**config.mk**
```make
export PLATFORM = sky130hd
export DESIGN_NAME = vga_stream_aligner
export DESIGN_NICKNAME = d
export VERILOG_FILES = /design/src/rtl/vga_stream_aligner.sv
export SDC_FILE = /design/constraint.sdc
export NUM_CORES = 1
export LEC_CHECK = 0
export CAP_MARGIN = 20
export CORE_MARGIN = 3
export CORE_UTILIZATION = 51
export DETAILED_ROUTE_END_ITERATION = 10
export GPL_TIMING_DRIVEN = 0
export HOLD_SLACK_MARGIN = 0.08
export PLACE_DENSITY = 0.72
export SYNTH_ARGS = -nofsm -noshare
export SYNTH_HDL_FRONTEND = slang
export SYNTH_SLANG_ARGS = --single-unit
```
**constraint.sdc**
```tcl
create_clock -name clk_pix -period 5.64 [get_ports clk_pix]
set_input_delay 1.128 -clock clk_pix [delete_from_list [all_inputs] [get_ports clk_pix]]
set_output_delay 1.128 -clock clk_pix [all_outputs]
set_load 0.005 [all_outputs]
```
**src/rtl/vga_stream_aligner.sv**
```systemverilog
// Buffers a valid/ready RGB pixel stream in a small first-word-fall-through FIFO and
// releases it in step with the sync_gen raster, re-locking on SOF after any misframe.
module vga_stream_aligner #(
  parameter int H_ACTIVE   = 1366,
  parameter int V_ACTIVE   = 768,
  parameter int FIFO_DEPTH = 16
) (
  input  logic        clk_pix,
  input  logic        rst,
  input  logic [2:0]  s_tdata,
  input  logic        s_tuser,
  input  logic        s_tlast,
  input  logic        s_tvalid,
  output logic        s_tready,
  input  logic [11:0] sx,
  input  logic [11:0] sy,
  input  logic        de,
  input  logic        hsync_in,
  input  logic        vsync_in,
  output logic        hsync,
  output logic        vsync,
  output logic        vga_r,
  output logic        vga_g,
  output logic        vga_b,
  output logic        locked,
  output logic        resync
);

  localparam int AW = $clog2(FIFO_DEPTH);
  localparam int CW = AW + 1;
  localparam logic [CW-1:0] LP_DEPTH   = FIFO_DEPTH[CW-1:0];
  localparam logic [11:0]   LP_LAST_SX = 12'(H_ACTIVE - 1);
  localparam logic [11:0]   LP_V_ACT   = 12'(V_ACTIVE);

  typedef enum logic [1:0] {
    ST_SEEK  = 2'd0,
    ST_ARMED = 2'd1,
    ST_RUN   = 2'd2
  } state_t;

  state_t        r_state;
  state_t        w_state_nxt;
  logic [4:0]    r_mem [FIFO_DEPTH];
  logic [AW-1:0] r_wptr;
  logic [AW-1:0] r_rptr;
  logic [CW-1:0] r_count;
  logic [CW-1:0] w_count_nxt;
  logic [4:0]    w_head;
  logic          w_acc;
  logic          w_push;
  logic          w_pop;
  logic          w_flush;
  logic          w_err;
  logic          w_pix_en;
  logic          w_de;
  logic          w_origin;
  logic          w_eol;
  logic          w_empty;

  assign w_head   = r_mem[r_rptr];
  assign w_acc    = s_tvalid && s_tready;
  assign w_de     = de && (sy < LP_V_ACT);
  assign w_origin = (sx == 12'd0) && (sy == 12'd0);
  assign w_eol    = (sx == LP_LAST_SX);
  assign w_empty  = (r_count == {CW{1'b0}});

  // Next state, FIFO push/pop/flush decisions and frame error detection.
  always_comb begin
    w_state_nxt = r_state;
    w_push      = 1'b0;
    w_pop       = 1'b0;
    w_flush     = 1'b0;
    w_err       = 1'b0;
    w_pix_en    = 1'b0;
    case (r_state)
      ST_SEEK: begin
        if (w_acc && s_tuser) begin
          w_push      = 1'b1;
          w_state_nxt = ST_ARMED;
        end else begin
          w_state_nxt = ST_SEEK;
        end
      end
      ST_ARMED: begin
        w_push = w_acc;
        if (w_de && w_origin) begin
          w_pop       = 1'b1;
          w_pix_en    = 1'b1;
          w_state_nxt = ST_RUN;
        end else begin
          w_state_nxt = ST_ARMED;
        end
      end
      ST_RUN: begin
        w_push = w_acc;
        if (w_de) begin
          // A flush discards the beat accepted this cycle as well.
          if (w_empty || (w_head[4] && !w_origin) || (!w_head[4] && w_origin) ||
              (w_head[3] != w_eol)) begin
            w_err       = 1'b1;
            w_push      = 1'b0;
            w_flush     = 1'b1;
            w_state_nxt = ST_SEEK;
          end else begin
            w_pop       = 1'b1;
            w_pix_en    = 1'b1;
          end
        end else begin
          w_state_nxt = ST_RUN;
        end
      end
      default: begin
        w_flush     = 1'b1;
        w_state_nxt = ST_SEEK;
      end
    endcase

    if (w_flush) begin
      w_count_nxt = {CW{1'b0}};
    end else begin
      case ({w_push, w_pop})
        2'b10:   w_count_nxt = r_count + CW'(1);
        2'b01:   w_count_nxt = r_count - CW'(1);
        default: w_count_nxt = r_count;
      endcase
    end
  end

  // State, FIFO pointers and all registered outputs.
  always_ff @(posedge clk_pix) begin
    if (rst) begin
      r_state  <= ST_SEEK;
      r_wptr   <= {AW{1'b0}};
      r_rptr   <= {AW{1'b0}};
      r_count  <= {CW{1'b0}};
      s_tready <= 1'b0;
      hsync    <= 1'b0;
      vsync    <= 1'b0;
      vga_r    <= 1'b0;
      vga_g    <= 1'b0;
      vga_b    <= 1'b0;
      locked   <= 1'b0;
      resync   <= 1'b0;
    end else begin
      r_state <= w_state_nxt;
      r_count <= w_count_nxt;
      if (w_flush) begin
        r_wptr <= {AW{1'b0}};
        r_rptr <= {AW{1'b0}};
      end else begin
        if (w_push) begin
          r_wptr <= r_wptr + AW'(1);
        end
        if (w_pop) begin
          r_rptr <= r_rptr + AW'(1);
        end
      end
      // SEEK always drains the source; otherwise back-pressure exactly at full.
      s_tready <= (w_state_nxt == ST_SEEK) || (w_count_nxt != LP_DEPTH);
      hsync    <= hsync_in;
      vsync    <= vsync_in;
      {vga_r, vga_g, vga_b} <= w_pix_en ? w_head[2:0] : 3'b000;
      locked   <= (w_state_nxt == ST_RUN);
      resync   <= w_err;
    end
  end

  // FIFO storage, {tuser, tlast, tdata} per entry.
  always_ff @(posedge clk_pix) begin
    if (w_push) begin
      r_mem[r_wptr] <= {s_tuser, s_tlast, s_tdata};
    end
  end

endmodule

```
Fig. 1: run 1, layout detail
Window x 38 to 63, y 18 to 43 um. Cells in gray, sequential cells in the stronger gray; small squares are vias.
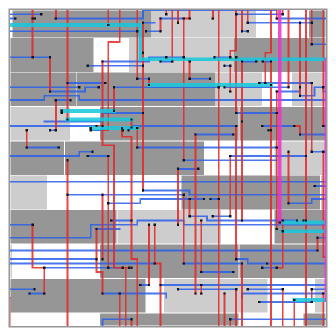
[magenta] M4
[cyan] M3
[blue] M1
[red] M2
netlist names of flops here include: `r_mem` (12)
most frequent: edfxtp_1 (12), mux4_2 (5)
sequential cells in the window: 12
cells with their middle in the window: 19

Fig. 2: run 1, where the registers sit
Scale: 3 px per um.
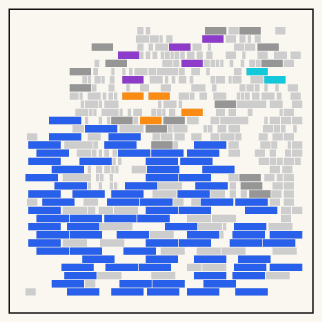
[cyan] `r_state` | flops: 2
[purple] `r_count` | flops: 5 | where: north
[blue] `r_mem` | flops: 80
[orange] `r_rptr` | flops: 4
not colored: 16
final core utilization: 63.09%
power drawn by the sequential cells: 0.856 mW
register area: 2943 um^2

Fig. 3: run 1, I/O pins on the die edge
Scale: 4 px per um. Pins as bars across the die edge, other pins in gray.
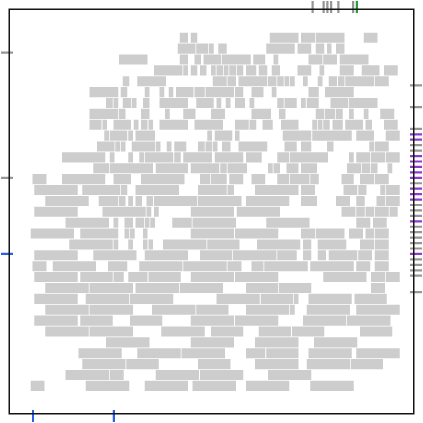
[blue] `s_tdata` | pins: 3 | direction: input | edge: 2 south, 1 west
[purple] `sy` | pins: 12 | direction: input | edge: east
[green] `hsync` | pins: 1 | direction: output | edge: north
all pins by edge: 31 east, 7 north, 3 west, 2 south
number of I/O port buffers: 41
vertical die dimension: 100.8 um
die width: 100.8 um

Fig. 4: run 1, routing congestion map
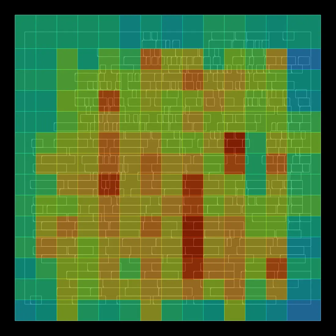
average wire per cell in the routed design: 19.05 um
gr usage total: 18.46%
highest-utilization routing layer at the global route stage: met2

==> out/metrics.json, run 1 <==
{
  "seq_cell_count": {"value": 107},
  "post-synth-top-area-fraction": {"value": 52.44, "unit": "%"},
  "syn_inst": {"value": 303},
  "timing.critical_path.to_type": {"value": "flip-flop"},
  "yosys_most_used_dff": {"value": "sky130_fd_sc_hd__edfxtp_1"},
  "met1_length": {"value": 4042, "unit": "um"},
  "r2r_setup_slack": {"value": 0.94, "unit": "ns"},
  "post_drt_via_cell_ratio": {"value": 5.811},
  "gpl.final_weighted_congestion": {"value": 0.8068},
  "largest_reg_flops": {"value": 80},
  "slew_headroom": {"value": 28.07, "unit": "%"},
  "pwr_density_cell": {"value": 268.0, "unit": "nW/um^2"},
  "synth-seq-area-share": {"value": 64.24, "unit": "%"},
  "internal-power": {"value": 1.110, "unit": "mW"},
  "synth.cellmix.adderShare": {"value": 3.988, "unit": "%"},
  "compound_area_share": {"value": 4.507, "unit": "%"},
  "synthesis_area_per_yosys": {"value": 4581, "unit": "um^2"},
  "drcViolationCount": {"value": 0},
  "max_freq": {"value": 0.1894, "unit": "GHz"},
  "floorplan.core_util": {"value": 54.12, "unit": "%"},
  "finalMaxSlewViolations": {"value": 0},
  "largest_registers": {"value": "r_mem: 80 flops, r_count: 5 flops"},
  "tritoncts": {"value": "yes"},
  "antenna-diode-count": {"value": 0},
  "grt_remaining_overflow": {"value": 0},
  "antenna_found_initial": {"value": 0},
  "worst-path-max-fanout": {"value": 9},
  "timing.hold.worst.start": {"value": "r_wptr[1]"},
  "whs_path_depth": {"value": 2},
  "wl": {"value": 8857, "unit": "um"},
  "grt_use_met3": {"value": 4.083, "unit": "%"},
  "h-tree-depth": {"value": 3},
  "critical_path_required_time": {"value": 5.91, "unit": "ns"},
  "syn2layout_area_growth": {"value": 16.58, "unit": "%"},
  "yosys.cell_count.top_type": {"value": "sky130_fd_sc_hd__edfxtp_1"},
  "post_synth_and_or_nand_nor_area_fraction": {"value": 10.38, "unit": "%"},
  "cts_sink_count": {"value": 107},
  "cts_max_path_bufs": {"value": 2},
  "post_synth_most_frequent_cells": {"value": "sky130_fd_sc_hd__edfxtp_1, sky130_fd_sc_hd__dfxtp_1, sky130_fd_sc_hd__nor2_1, sky130_fd_sc_hd__mux4_2, sky130_fd_sc_hd__nand2_1"},
  "max-cap-violations": {"value": 0},
  "lay_top_cells": {"value": "sky130_fd_sc_hd__edfxtp_1, sky130_fd_sc_hd__clkdlybuf4s50_1, sky130_fd_sc_hd__dfxtp_1"},
  "power.static_leakage": {"value": 1.756, "unit": "nW"},
  "count_of_filler_cells_inserted_in_the_layout": {"value": 620},
  "critical_path.n_buffers_inverters": {"value": 2},
  "critPathLaunch": {"value": "sx[3]"},
  "placedInstanceArea": {"value": 5122, "unit": "um^2"},
  "minimum_clock_period_after_layout": {"value": 5.279, "unit": "ns"},
  "finish.net_count": {"value": 404},
  "post_cts_clock_slew_at_the_launch_and_capture_registers_of_the_worst_setup_and_hold_paths": {"value": 0.10, "unit": "ns"},
  "mappedNetlistArea": {"value": 4581, "unit": "um^2"},
  "number_of_top_level_design_ports": {"value": 43},
  "nClkBuffers": {"value": 9},
  "power.clock.fraction": {"value": 34.5, "unit": "%"},
  "ys_seq_elements": {"value": 107},
  "largestPowerGroup": {"value": "sequential cells"},
  "yosys-mux-area-fraction": {"value": 13.33, "unit": "%"},
  "place_ws": {"value": -0.01759, "unit": "ns"},
  "worstPathArrival": {"value": 5.55, "unit": "ns"},
  "finalSetupViolCount": {"value": 0},
  "postLayoutSetupSlackWorst": {"value": 0.3609, "unit": "ns"},
  "signal_buffer_area_fraction": {"value": 8.669, "unit": "%"},
  "met2_demand_to_capacity_share_in_global_routing": {"value": 28.46, "unit": "%"},
  "finish.instance_area": {"value": 5340, "unit": "um^2"},
  "insertion_delay": {"value": 0.38, "unit": "ns"},
  "worstHoldEndpoint": {"value": "r_wptr[1]"},
  "tightestPinTransition": {"value": 1.071, "unit": "ns"},
  "crit_type": {"value": "primary input to flip-flop"},
  "endpoint": {"value": "s_tready"},
  "design.die.area": {"value": 10150, "unit": "um^2"},
  "final_hold_violation_count": {"value": 0},
  "area_dominant_class": {"value": "flip-flops and latches"},
  "avgSynthCellArea": {"value": 15.12, "unit": "um^2"},
  "netlist-cell-type-count": {"value": 47},
  "initialDrtViolationCount": {"value": 209},
  "count_of_buffers_not_belonging_to_the_clock_network_in_the_layout": {"value": 52},
  "cell_depth_of_the_worst_setup_path": {"value": 16},
  "type_of_the_tightest_min_delay_check": {"value": "flip-flop to flip-flop"},
  "max_stage_delay": {"value": 0.68, "unit": "ns"},
  "synthesis.yosys.warnings": {"value": 0},
  "yosys-stat-cells": {"value": 303},
  "met3RoutedLength": {"value": 625, "unit": "um"},
  "placement_rows": {"value": 33},
  "logic_gate_count": {"value": 172},
  "status": {"value": "finished clean"},
  "slowest_stage": {"value": "sky130_fd_sc_hd__or4b_2"},
  "setup_tns_after_final_layout": {"value": 0, "unit": "ns"},
  "layout.non_clock_inverters": {"value": 13},
  "combGateArea": {"value": 1536, "unit": "um^2"},
  "combinational_power": {"value": 0.0815, "unit": "mW"},
  "fin_hold_ws": {"value": 0.5192, "unit": "ns"}
}
## Run 2: what changed since run 1
- CTS_CLUSTER_DIAMETER: unset -> 60
- RECOVER_POWER: unset -> 25
- TNS_END_PERCENT: unset -> 20
Fig. 5: run 2, layout detail
Window x 38 to 63, y 18 to 43 um. Cells in gray, sequential cells in the stronger gray; small squares are vias.
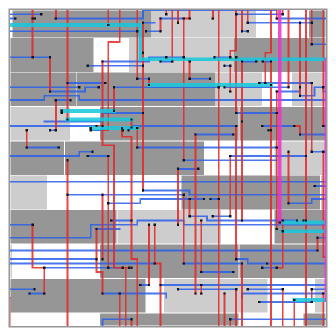
[red] M2
[magenta] M4
[cyan] M3
[blue] M1
sequential cells in the window: 12
netlist names of flops here include: `r_mem` (12)
most frequent: edfxtp_1 (12), mux4_2 (5)
cells with their middle in the window: 19

Fig. 6: run 2, I/O pins on the die edge
Scale: 4 px per um. Pins as bars across the die edge, other pins in gray.
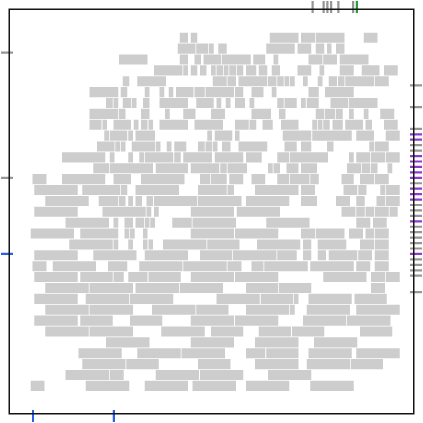
[blue] `s_tdata` | pins: 3 | direction: input | edge: 2 south, 1 west
[purple] `sy` | pins: 12 | direction: input | edge: east
[green] `hsync` | pins: 1 | direction: output | edge: north
all pins by edge: 31 east, 7 north, 3 west, 2 south

==> run 2 against run 1 <==
Cell area unchanged. Synthesized area is the same. Maximum frequency is the same. Register-to-register slack about the same. Clock skew unchanged. Non-clock buffer count did not move. Global-route usage stayed put. Clock power is essentially flat. Combinational power decreased by 0.9%. Hold slack unchanged. Synthesized cell count unchanged.
==> out/metrics.json, run 2 <==
{
  "yosys-stat-cells": {"value": 303},
  "whs_path_depth": {"value": 2},
  "power_sequential": {"value": 0.856, "unit": "mW"},
  "critical_path.n_buffers_inverters": {"value": 2},
  "largest_registers": {"value": "r_mem: 80 flops, r_count: 5 flops"},
  "syn_inst": {"value": 303},
  "signal_buffer_area_fraction": {"value": 8.669, "unit": "%"},
  "drcViolationCount": {"value": 0},
  "avgSynthCellArea": {"value": 15.12, "unit": "um^2"},
  "finish.instance_area": {"value": 5340, "unit": "um^2"},
  "type_of_the_tightest_min_delay_check": {"value": "flip-flop to flip-flop"},
  "design.die.area": {"value": 10150, "unit": "um^2"},
  "critPathLaunch": {"value": "sx[3]"},
  "worstPathArrival": {"value": 5.55, "unit": "ns"},
  "max_freq": {"value": 0.1894, "unit": "GHz"},
  "gpl.final_weighted_congestion": {"value": 0.8068},
  "synth.cellmix.adderShare": {"value": 3.988, "unit": "%"},
  "cts_max_path_bufs": {"value": 2},
  "cell_depth_of_the_worst_setup_path": {"value": 16},
  "setup_tns_after_final_layout": {"value": 0, "unit": "ns"},
  "max_stage_delay": {"value": 0.68, "unit": "ns"},
  "r2r_setup_slack": {"value": 0.94, "unit": "ns"},
  "status": {"value": "finished clean"},
  "largest_reg_flops": {"value": 80},
  "mappedNetlistArea": {"value": 4581, "unit": "um^2"},
  "final_hold_violation_count": {"value": 0},
  "synthesis.yosys.warnings": {"value": 0},
  "post_synth_most_frequent_cells": {"value": "sky130_fd_sc_hd__edfxtp_1, sky130_fd_sc_hd__dfxtp_1, sky130_fd_sc_hd__nor2_1, sky130_fd_sc_hd__mux4_2, sky130_fd_sc_hd__nand2_1"},
  "logic_gate_count": {"value": 172},
  "synth-seq-area-share": {"value": 64.24, "unit": "%"},
  "seq_cell_count": {"value": 107},
  "crit_type": {"value": "primary input to flip-flop"},
  "combGateArea": {"value": 1536, "unit": "um^2"},
  "die_w": {"value": 100.8, "unit": "um"},
  "h-tree-depth": {"value": 3}
}
Fig. 7: run 2, routing congestion map
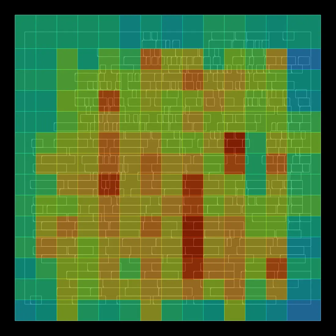
met3 layer usage reported by global route: 4.083%
met2 demand-to-capacity share in global routing: 28.46%
global routing usage on met1: 26.21%
average wire per cell in the routed design: 19.05 um

Power and IR drop assume default switching activity.
